<file path="src/rtl/mem_arbiter.sv">
// -----------------------------------------------------------------------------
// mem_arbiter
//
// Shares one single-ported memory between a CPU port and a host (loader /
// checker) port. A four-state FSM (IDLE -> CPU_ACC/HOST_ACC -> DONE -> IDLE)
// serves one access per three cycles. Arbitration happens only in IDLE.
//
// Handshake (both requester ports):
//   The requester raises req and holds req/we/addr/wdata stable until it sees
//   ack. The request is sampled on a rising clk edge while the FSM is in IDLE.
//   ack is a one-cycle pulse two edges after sampling. For reads, rdata is
//   valid together with ack and holds until the next read on that port
//   completes. Dropping req after the grant does not cancel the access.
//
// Ports:
//   clk, rst                 clock, asynchronous active-low reset
//   CPUstate[1:0]            CPU mode: 00 idle, 01 IN, 10 CHECK, 11 RUN
//   cpu_req/we/addr/wdata    CPU request (granted only in RUN)
//   cpu_ack/rdata            CPU completion pulse and read data
//   host_req/we/addr/wdata   host request
//   host_ack/rdata           host completion pulse and read data
//   mem_read/write           memory strobes, one cycle, never both high
//   mem_addr/wdata           memory address and write data
//   mem_rdata                memory read data, valid the cycle after mem_read
//   cpu_stall                cpu_req & ~cpu_ack
//   state_dbg[1:0]           current FSM state (IDLE=0 CPU_ACC=1 HOST_ACC=2 DONE=3)
//   starve_cnt               consecutive CPU grants taken while host waited
// -----------------------------------------------------------------------------
module mem_arbiter #(
    parameter int ADDR_W     = 16,
    parameter int DATA_W     = 8,
    parameter int STARVE_MAX = 4,
    localparam int SW = ($clog2(STARVE_MAX + 1) > 3) ? $clog2(STARVE_MAX + 1) : 3
) (
    input  logic              clk,
    input  logic              rst,
    input  logic [1:0]        CPUstate,

    input  logic              cpu_req,
    input  logic              cpu_we,
    input  logic [ADDR_W-1:0] cpu_addr,
    input  logic [DATA_W-1:0] cpu_wdata,
    output logic              cpu_ack,
    output logic [DATA_W-1:0] cpu_rdata,

    input  logic              host_req,
    input  logic              host_we,
    input  logic [ADDR_W-1:0] host_addr,
    input  logic [DATA_W-1:0] host_wdata,
    output logic              host_ack,
    output logic [DATA_W-1:0] host_rdata,

    output logic              mem_read,
    output logic              mem_write,
    output logic [ADDR_W-1:0] mem_addr,
    output logic [DATA_W-1:0] mem_wdata,
    input  logic [DATA_W-1:0] mem_rdata,

    output logic              cpu_stall,
    output logic [1:0]        state_dbg,
    output logic [SW-1:0]     starve_cnt
);

    typedef enum logic [1:0] {
        IDLE     = 2'd0,
        CPU_ACC  = 2'd1,
        HOST_ACC = 2'd2,
        DONE     = 2'd3
    } state_t;

    localparam logic [SW-1:0] STARVE_LIM = SW'(STARVE_MAX);

    state_t state;
    logic   grant_host;  // port that owns the access in flight
    logic   lat_we;      // we latched at grant

    logic run_mode;
    logic cpu_wins;

    assign run_mode = (CPUstate == 2'b11);
    // The CPU loses only when the host has waited through STARVE_MAX CPU grants.
    assign cpu_wins = run_mode && cpu_req && !(host_req && (starve_cnt >= STARVE_LIM));

    assign cpu_stall = cpu_req & ~cpu_ack;
    assign state_dbg = state;

    always_ff @(posedge clk or negedge rst) begin
        if (!rst) begin
            state      <= IDLE;
            grant_host <= 1'b0;
            lat_we     <= 1'b0;
            starve_cnt <= '0;
            mem_read   <= 1'b0;
            mem_write  <= 1'b0;
            mem_addr   <= '0;
            mem_wdata  <= '0;
            cpu_ack    <= 1'b0;
            host_ack   <= 1'b0;
            cpu_rdata  <= '0;
            host_rdata <= '0;
        end else begin
            // Strobes and acks are single-cycle pulses unless set below.
            mem_read  <= 1'b0;
            mem_write <= 1'b0;
            cpu_ack   <= 1'b0;
            host_ack  <= 1'b0;

            case (state)
                IDLE: begin
                    if (cpu_wins) begin
                        state      <= CPU_ACC;
                        grant_host <= 1'b0;
                        lat_we     <= cpu_we;
                        mem_addr   <= cpu_addr;
                        mem_wdata  <= cpu_wdata;
                        mem_read   <= ~cpu_we;
                        mem_write  <= cpu_we;
                        // cpu_wins with host_req set implies starve_cnt is
                        // below the limit, so the increment cannot overshoot.
                        if (host_req) starve_cnt <= starve_cnt + 1'b1;
                        else          starve_cnt <= '0;
                    end else if (host_req) begin
                        state      <= HOST_ACC;
                        grant_host <= 1'b1;
                        lat_we     <= host_we;
                        mem_addr   <= host_addr;
                        mem_wdata  <= host_wdata;
                        mem_read   <= ~host_we;
                        mem_write  <= host_we;
                        starve_cnt <= '0;
                    end else begin
                        starve_cnt <= '0;
                    end
                end

                // The strobe was issued on entry; memory read data arrives
                // during DONE.
                CPU_ACC, HOST_ACC: begin
                    state <= DONE;
                end

                DONE: begin
                    state <= IDLE;
                    if (grant_host) begin
                        host_ack <= 1'b1;
                        if (!lat_we) host_rdata <= mem_rdata;
                    end else begin
                        cpu_ack <= 1'b1;
                        if (!lat_we) cpu_rdata <= mem_rdata;
                    end
                end

                default: state <= IDLE;
            endcase
        end
    end

endmodule

</file>
<file path="config.mk">
export PLATFORM = sky130hd
export DESIGN_NAME = mem_arbiter
export DESIGN_NICKNAME = d
export VERILOG_FILES = /design/src/rtl/mem_arbiter.sv
export SDC_FILE = /design/constraint.sdc
export NUM_CORES = 1
export LEC_CHECK = 0
export CAP_MARGIN = 0
export CORE_MARGIN = 2
export CORE_UTILIZATION = 40
export DETAILED_ROUTE_END_ITERATION = 12
export PLACE_DENSITY = 0.78
export SETUP_SLACK_MARGIN = 0.15
export SLEW_MARGIN = 20
export SYNTH_ARGS = -nofsm -noshare
export SYNTH_HDL_FRONTEND = slang
export SYNTH_SLANG_ARGS = --single-unit
</file>
<file path="constraint.sdc">
create_clock -name clk -period 2.14 [get_ports clk]
set_input_delay 0.214 -clock clk [delete_from_list [all_inputs] [get_ports clk]]
set_output_delay 0.214 -clock clk [all_outputs]
set_load 0.05 [all_outputs]
</file>
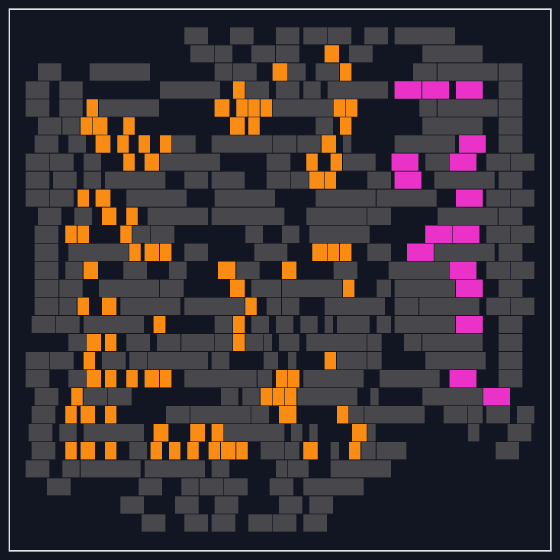
*Selected gate families*
Orange is inverting AOI/OAI gates, cells 87. Magenta is multiplexers, cells 16.
fin cells: 414
most frequent logic cell in the layout: clkdlybuf4s50_1
Comb area share: 26.4%

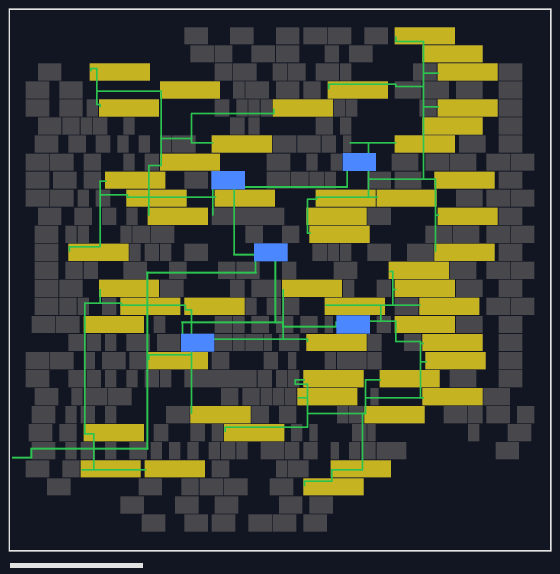
*Clock network drawn from the DEF*
The bar under the picture is 20 um long.
Green is clock wires, length 571 um. Yellow is flip-flops, count 51. Blue is cells driving clock nets, count 5.
Position of the flops: all over the die.
Layout Skew: 0.00549 ns
Clock Latency Late Sink: 0.30 ns
clock network power: 774 uW

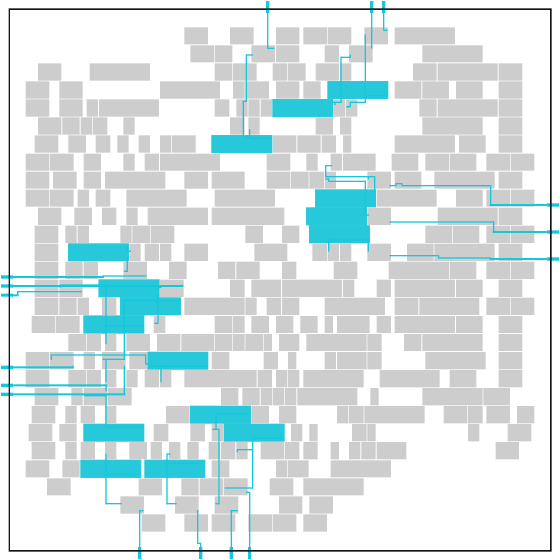
*Port wiring*
Cyan is `mem_addr`, direction output, end cells 16, buffers 16, wire 467 um.
I/O pins: 114
port bufs: 113

==> changes_impl.md <==
### Physical design

* GRT Util Overall at 19.0%
* Initial DRC count at 111
* GP Congestion at 0.776
* Mapped Area at between 2000 and 2500 sq um
* Top logic cells by instance count in the layout: 111 x clkdlybuf4s50_1, 51 x dfrtp_1, 30 x o21ai_0
* Top cells, area: dfrtp_1 53%, nand3b_1 7.8%, mux2_2 7.5%, a31oi_1 6.5%, o21ai_0 6.3%
* Setup crit end kind: primary output
* Post-layout net count at roughly 400
* Vias at ~2200
* Die ar. at 6630 sq um
* Leak pwr at 0.00146 uW
* FP Util at 41.0%
* Setup Viol. Count Final at 0
* Final wirelength at 6220 um
* Top Metal Used: met4
* Vias/cell at 5.26
* Met2 WL at ~2900 um
* Routed wire per std cell at 15.0 um
* Buf+Inv Stages, Crit Path at 1
* # clock sinks at 51
* Status: completed
* Antenna viol nets, final at 0
* Syn nets at ~300
* # DRC at 0
* Family with the most delay on the worst path: buffers and inverters
* Final WS setup at 0.354 ns
* Inserted Clock Buffers at 5
* Type of the worst setup path: flop to primary output
* Post-CTS sizing at 0
* Vias in the first global route at 2050
* Tool Warnings at 27
* Synth cell types at 22
## path summary, 6_finish.rpt
kind,start,end,slack [ns],cells past startpoint
setup / recovery,state_dbg[0],state_dbg[0],0.35,1
hold / removal,grant_host,cpu_ack,0.46,1
setup reg to reg,state_dbg[0],host_rdata[2],0.51,4
hold reg to reg,grant_host,cpu_ack,0.46,1
max in group asynchronous,rst,host_rdata[4],0.96,3
min in group asynchronous,rst,starve_cnt[1],0.49,2
## Yosys cell counts
master and instances:
buf_6 4, ha_1 3, a21boi_0 2, mux2_2 16
nand3_1 2, o21ai_0 30, a21oi_1 28, a31oi_1 25
nor2b_1 3, and2_4 1, buf_2 5, dfrtp_1 51
nand3b_1 25, and3_1 2, nand2_1 2, inv_1 4
nor2_1 1, o22ai_1 2, a31o_1 1, and2_1 2
clkbuf_1 13, nand2b_1 4
## layout make-up
cell class,count,area [sq um]
fillers,495,2110
repair buffers,127,1230
inverters,4,15.0
clock inverters,2,60.1
clock buffers,6,72.6
flip-flops and latches,51,1280
multi-input cells,149,987
well taps,75,93.8
## report_power, final
part	switching, uW	internal (uW)	total (uW)
registers	249	1410	1650
logic	2160	1200	3360
clock network	307	467	774
total	2720	3070	5790
## cell families after synthesis
logic type,Yosys count,synth area share (%)
adders and majority gates,3,1.57
and+or+nand+nor,42,12.0
AOI/OAI and AO/OA,88,20.1
buffers and inverters,26,5.58
muxes,16,7.52
DFF,51,53.2
## through the flow
step | cell area (sq um) | utilization [%]
after global routing | 3740 | 63.9
final | 3740 | 63.9
after detailed placement | 3590 | 61.4
after global placement | 3590 | 61.4
after CTS | 3740 | 63.9
after floorplan | 2400 | -
## registers in the layout, indices dropped and copies added, names as in the netlist
name and flops:
host_rdata 8, mem_wdata 8, mem_read 1, lat_we 1
state_dbg 2, cpu_ack 1, mem_addr 16, host_ack 1
grant_host 1, starve_cnt 3, cpu_rdata 8, mem_write 1
## routing by layer
| metal | GRT usage [%] | up-vias |
|---|---|---|
| met3 | 7.47 | 4 |
| met1 | 23.7 | 1024 |
| met2 | 31.2 | 98 |
| met4 | 4.58 | 0 |
| li1 | - | 1052 |
| met5 | 0 | - |
Power and IR drop assume default switching activity.
